Fig. 1: I/O nets highlighted
Bar = 50 µm.
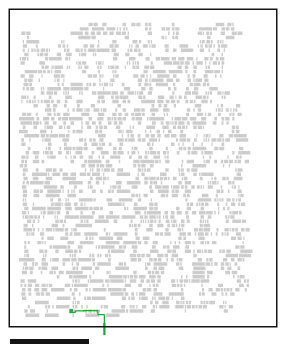
Fig. 2: congestion heat map
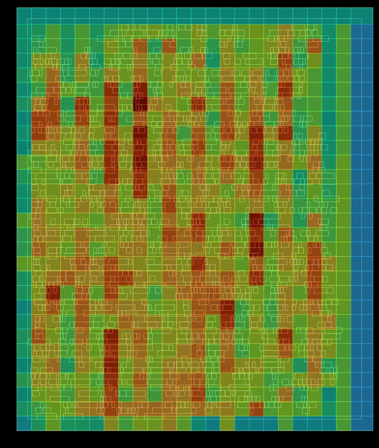
Fig. 3: signal wires on met1
Supply wires on this layer in grey.
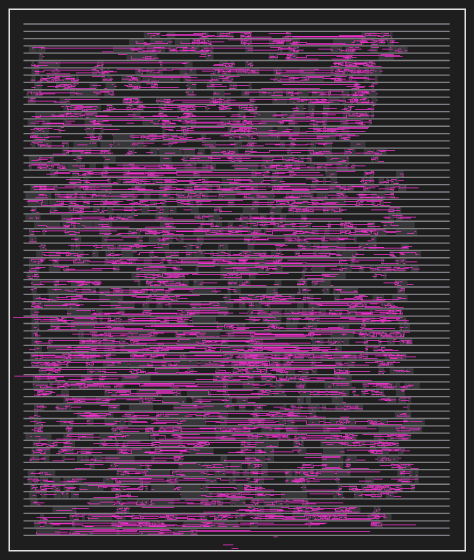
Fig. 4: M2 wires
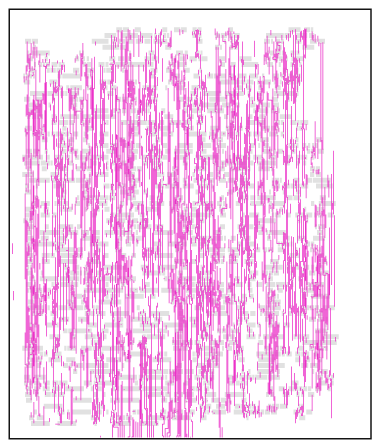
Fig. 5: sequential cells grouped by signal name
Other sequential cells in the stronger grey, the rest of the logic in the fainter grey.
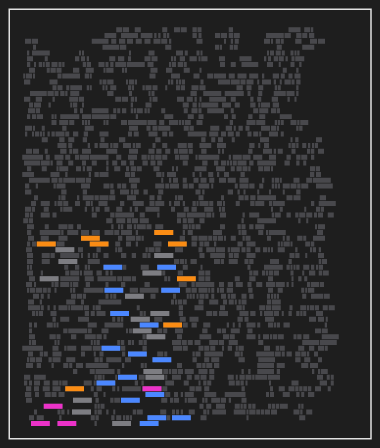
$ cat config.mk
export PLATFORM = sky130hd
export DESIGN_NAME = wallace_colserial_mult_flat
export DESIGN_NICKNAME = d
export VERILOG_FILES = /design/src/rtl/wallace_colserial_mult_if.sv /design/src/rtl/wallace_colserial_mult.sv /design/src/flat_wrapper.sv
export SDC_FILE = /design/constraint.sdc
export NUM_CORES = 1
export LEC_CHECK = 0
export CAP_MARGIN = 10
export CELL_PAD_IN_SITES_DETAIL_PLACEMENT = 0
export CELL_PAD_IN_SITES_GLOBAL_PLACEMENT = 1
export CORE_ASPECT_RATIO = 1.2
export CORE_MARGIN = 5
export CORE_UTILIZATION = 35
export CTS_CLUSTER_DIAMETER = 200
export DETAILED_ROUTE_END_ITERATION = 6
export DONT_BUFFER_PORTS = 1
export PLACE_DENSITY_LB_ADDON = 0.1
export SYNTH_ARGS = -nofsm -noshare
export SYNTH_HDL_FRONTEND = slang
export SYNTH_SLANG_ARGS = --single-unit
$ cat constraint.sdc
create_clock -name clk -period 37 [get_ports clk]
set_input_delay 9.25 -clock clk [delete_from_list [all_inputs] [get_ports clk]]
set_output_delay 9.25 -clock clk [all_outputs]
set_load 0.01 [all_outputs]
$ cat src/rtl/wallace_colserial_mult_if.sv
// Operand and result valid/ready bundle for the column-serial multiplier.
// The master side is the requester/consumer; the slave side is the multiplier.
interface wallace_colserial_mult_if #(
    parameter int N = 8
);
    logic             in_valid;
    logic             in_ready;
    logic [N-1:0]     a;
    logic [N-1:0]     b;
    logic             out_valid;
    logic             out_ready;
    logic [2*N-1:0]   product;

    modport master (
        output in_valid, a, b, out_ready,
        input  in_ready, out_valid, product
    );

    modport slave (
        input  in_valid, a, b, out_ready,
        output in_ready, out_valid, product
    );
endinterface

$ cat src/rtl/wallace_colserial_mult.sv
// Unsigned N x N multiplier that reduces one product column per clock with a
// single shared column compressor, walking from the LSB column upward.
module wallace_colserial_mult #(
    parameter int N  = 8,
    parameter int CW = $clog2(N) + 1
) (
    input  logic                     clk,
    input  logic                     rst_n,
    wallace_colserial_mult_if.slave  bus,
    input  logic                     abort,
    output logic                     busy,
    output logic [$clog2(2*N)-1:0]   col_idx
);

    localparam int KW = $clog2(2*N);
    localparam int VW = CW + 1;

    localparam logic [1:0] IDLE = 2'd0;
    localparam logic [1:0] RUN  = 2'd1;
    localparam logic [1:0] DONE = 2'd2;

    logic [1:0]     state;
    logic [N-1:0]   a_reg;
    logic [N-1:0]   b_reg;
    logic [CW-1:0]  carry;
    logic [2*N-1:0] prod_reg;
    logic [VW-1:0]  col_sum;

    // Column compressor: count the partial products a[i]&b[j] with i+j equal
    // to the current column, on top of the carry left by the column below.
    always_comb begin
        col_sum = {1'b0, carry};
        for (int i = 0; i < N; i++) begin
            for (int j = 0; j < N; j++) begin
                if (KW'(i + j) == col_idx) begin
                    col_sum = col_sum + VW'(a_reg[i] & b_reg[j]);
                end
            end
        end
    end

    always_ff @(posedge clk or negedge rst_n) begin
        if (!rst_n) begin
            state    <= IDLE;
            a_reg    <= '0;
            b_reg    <= '0;
            carry    <= '0;
            prod_reg <= '0;
            col_idx  <= '0;
            busy     <= 1'b0;
        end else begin
            case (state)
                IDLE: begin
                    if (!abort && bus.in_valid) begin
                        a_reg    <= bus.a;
                        b_reg    <= bus.b;
                        carry    <= '0;
                        prod_reg <= '0;
                        col_idx  <= '0;
                        busy     <= 1'b1;
                        state    <= RUN;
                    end
                end
                RUN: begin
                    if (abort) begin
                        carry   <= '0;
                        col_idx <= '0;
                        busy    <= 1'b0;
                        state   <= IDLE;
                    end else begin
                        prod_reg[col_idx] <= col_sum[0];
                        carry             <= col_sum[CW:1];
                        // The top column wraps col_idx back to zero on exit.
                        col_idx           <= col_idx + KW'(1);
                        if (col_idx == KW'(2*N - 1)) begin
                            busy  <= 1'b0;
                            state <= DONE;
                        end
                    end
                end
                DONE: begin
                    if (abort) begin
                        carry   <= '0;
                        col_idx <= '0;
                        state   <= IDLE;
                    end else if (bus.out_ready) begin
                        state <= IDLE;
                    end
                end
                default: state <= IDLE;
            endcase
        end
    end

    assign bus.in_ready  = (state == IDLE);
    assign bus.out_valid = (state == DONE);
    assign bus.product   = prod_reg;

endmodule

$ cat src/flat_wrapper.sv
// flat-port wrapper written by rule: the top's interface ports become plain ports
module wallace_colserial_mult_flat 
#(
    parameter int N  = 8,
    parameter int CW = $clog2(N) + 1
)
  (clk, rst_n, abort, busy, col_idx, bus_in_valid, bus_a, bus_b, bus_out_ready, bus_in_ready, bus_out_valid, bus_product);
  wallace_colserial_mult_if #(.N(N)) bus_i ();
  input  logic clk;
  input  logic rst_n;
  input  logic abort;
  output logic busy;
  output logic [$clog2(2*N)-1:0] col_idx;
  input wire logic [$bits(bus_i.in_valid)-1:0] bus_in_valid;
  input wire logic [$bits(bus_i.a)-1:0] bus_a;
  input wire logic [$bits(bus_i.b)-1:0] bus_b;
  input wire logic [$bits(bus_i.out_ready)-1:0] bus_out_ready;
  output wire logic [$bits(bus_i.in_ready)-1:0] bus_in_ready;
  output wire logic [$bits(bus_i.out_valid)-1:0] bus_out_valid;
  output wire logic [$bits(bus_i.product)-1:0] bus_product;
  assign bus_i.in_valid = bus_in_valid;
  assign bus_i.a = bus_a;
  assign bus_i.b = bus_b;
  assign bus_i.out_ready = bus_out_ready;
  assign bus_in_ready = bus_i.in_ready;
  assign bus_out_valid = bus_i.out_valid;
  assign bus_product = bus_i.product;
  wallace_colserial_mult #(.N(N), .CW(CW)) u_core (.clk(clk), .rst_n(rst_n), .bus(bus_i), .abort(abort), .busy(busy), .col_idx(col_idx));
endmodule
==> flow_metrics.py <==
# Generated from Yosys and OpenROAD reports
metrics = {
    "worst_setup_path": {
        "timing.critical_path.to_type": "register",
        "reg2regPathDepth": 201,
        "timing.critical_path.max_delay_family": "adder cells",
        "worstPathArrival_ps": 35390,
        "timing.critical_path.required_ps": 37180,
        "worst_r2r_endpoint": "u_core.carry[3]$_DFFE_PN0P_",
        "timing.critical_path.from_type": "register",
        "crit_path_top_delay_cell": "sky130_fd_sc_hd__dfrtp_1",
        "critical-path-top-cell-by-count": "sky130_fd_sc_hd__ha_1",
    },
    "clock_tree": {
        "cts-root-buf": "sky130_fd_sc_hd__clkbuf_16",
        "post_cts_buffers": 8,
    },
    "power": {
        "power_switching_uw": 342.2,
        "report.power.total_uw": 772.5,
        "sw_frac_of_total_pct": 44.30,
        "peakVddDrop_mv": 0.04223,
        "power.sequential.fraction_pct": 8.7,
    },
    "status": {
        "outcome": "complete, no violations",
    },
    "timing": {
        "postLayoutSetupSlackWorst_ps": 1784,
        "finalMaxSlewViolations": 0,
        "worstMarginPinSlew_ps": 942.5,
        "finClkSkew_ps": 1.880,
        "maxSlewHeadroom_pct": 36.68,
        "hold_viol_final": 0,
    },
    "worst_hold_path": {
        "worst_hold_path.num_cells": 2,
        "hp-class": "reg -> reg",
    },
    "final_layout": {
        "layout.cells.most_common_list": "sky130_fd_sc_hd__nand2_1 (190), sky130_fd_sc_hd__buf_4 (181), sky130_fd_sc_hd__nor2_1 (118)",
        "final_nets": 1658,
        "syn_to_final_growth_pct": 22.01,
        "design_area_um2": 12990,
    },
    "grt": {
        "grt_antenna_before_repair": 7,
        "grt_start_max_net_pins": 44,
        "global_route_wire_length_before_repair_um": 56640,
    },
    "synth": {
        "async_flop_share_pct": 100.0,
        "ys_cells": 1374,
        "yosys_warnings": 0,
        "netlist_instances": 1374,
        "postSynthSeqShare_pct": 10.11,
        "avg_cell_area_syn_um2": 7.748,
    },
    "floorplan": {
        "fp-row-count": 70,
        "fp-utilization_pct": 35.23,
        "die_height_um": 201.0,
        "io-pin-count": 44,
    },
    "drt": {
        "drcViolationCount": 0,
        "vias_per_cell": 5.389,
        "dr.first_iter.drc_count": 435,
        "drt-pass1-iter-count": 4,
    },
    "place": {
        "weighted_congestion_reported_at_the_end_of_routability_driven_placement": 0.8421,
    },
    "run": {
        "tool_warnings": 91,
    },
}
## Picture notes: Fig. 1
[bus_out_valid] green | bits: 1 | direction: output | edge: bottom | end cells: 1 | buffers: 0 | wire: 30.9 µm

## Picture notes: Fig. 2
overall global routing resource usage: 20.82%
core occupancy in the finished layout: 42.99%
Top Usage Layer GRT: met2
GR met1 Demand/Resource: 26.11%

## Picture notes: Fig. 3
main direction: horizontal
longest straight run: 66.2 µm
wire length on this layer: 16100 µm
nets with wire on the layer: 1505
count of vias placed by the detailed router: 10260
Detailed Route WL: 36720 µm

## Picture notes: Fig. 4
wire length on this layer: 19100 µm
main direction: vertical

## Picture notes: Fig. 5
[u_core.a_reg] orange | placed flops: 8
[u_core.bus.product] blue | placed flops: 16
[u_core.carry] magenta | placed flops: 4 | where: lower left
not coloured: 15

power groups by stage:
stage | clock network (µW) | registers [µW] | logic (µW)
2_1_floorplan | 0 | 62.8 | 359
3_3_place_gp | 0 | 67.7 | 568
3_5_place_dp | 0 | 68.1 | 572
4_1_cts | 58.0 | 67.2 | 596
5_1_grt | 60.5 | 67.9 | 713
6_report | 57.6 | 67.1 | 648
metal layers:
layer	track usage, %	wire length [µm]	up-vias	share of wire, %
met4	3.422	566	12	1.5
met1	26.11	16090	4948	44
met5	0	84	-	0.23
li1	-	-	5154	-
met2	38.90	19060	104	52
met3	1.930	919	38	2.5
worst max-delay path by stage:
stage                                  endpoint  slack [ps]  cells past startpoint
floorplan           u_core.carry[3]$_DFFE_PN0P_         270                    202
global placement    u_core.carry[3]$_DFFE_PN0P_        -700                    200
detailed placement  u_core.carry[3]$_DFFE_PN0P_       -1070                    200
CTS                 u_core.carry[3]$_DFFE_PN0P_           3                    201
global route        u_core.carry[3]$_DFFE_PN0P_        -190                    201
finish              u_core.carry[3]$_DFFE_PN0P_        1780                    201
area by class of cell:
type	count	area, µm²	area share (%)
Antenna cell	1	2.502	0.01927
Clock buffer	6	128.9	0.9922
Clock inverter	2	60.06	0.4624
Inverter	22	82.58	0.6358
Multi-Input combinational cell	1251	9764	75.18
Sequential cell	43	1076	8.284
Tap cell	396	495.5	3.815
Timing Repair Buffer	182	1379	10.62
logic make-up (layout without fill, tap and decap cells):
kind of cell / Yosys count / count (layout) / synth area share [%]
simple gates: 594 / 594 / 27.75
compound gates: 315 / 315 / 20.11
xor+xnor: 162 / 162 / 18.41
fa+ha+maj: 137 / 137 / 15.98
buf+inv: 80 / 212 / 3.291
mux: 43 / 43 / 4.349
flops: 43 / 43 / 10.11
other cells: 0 / 1 / 0
Power is estimated from default activity; no workload was simulated.
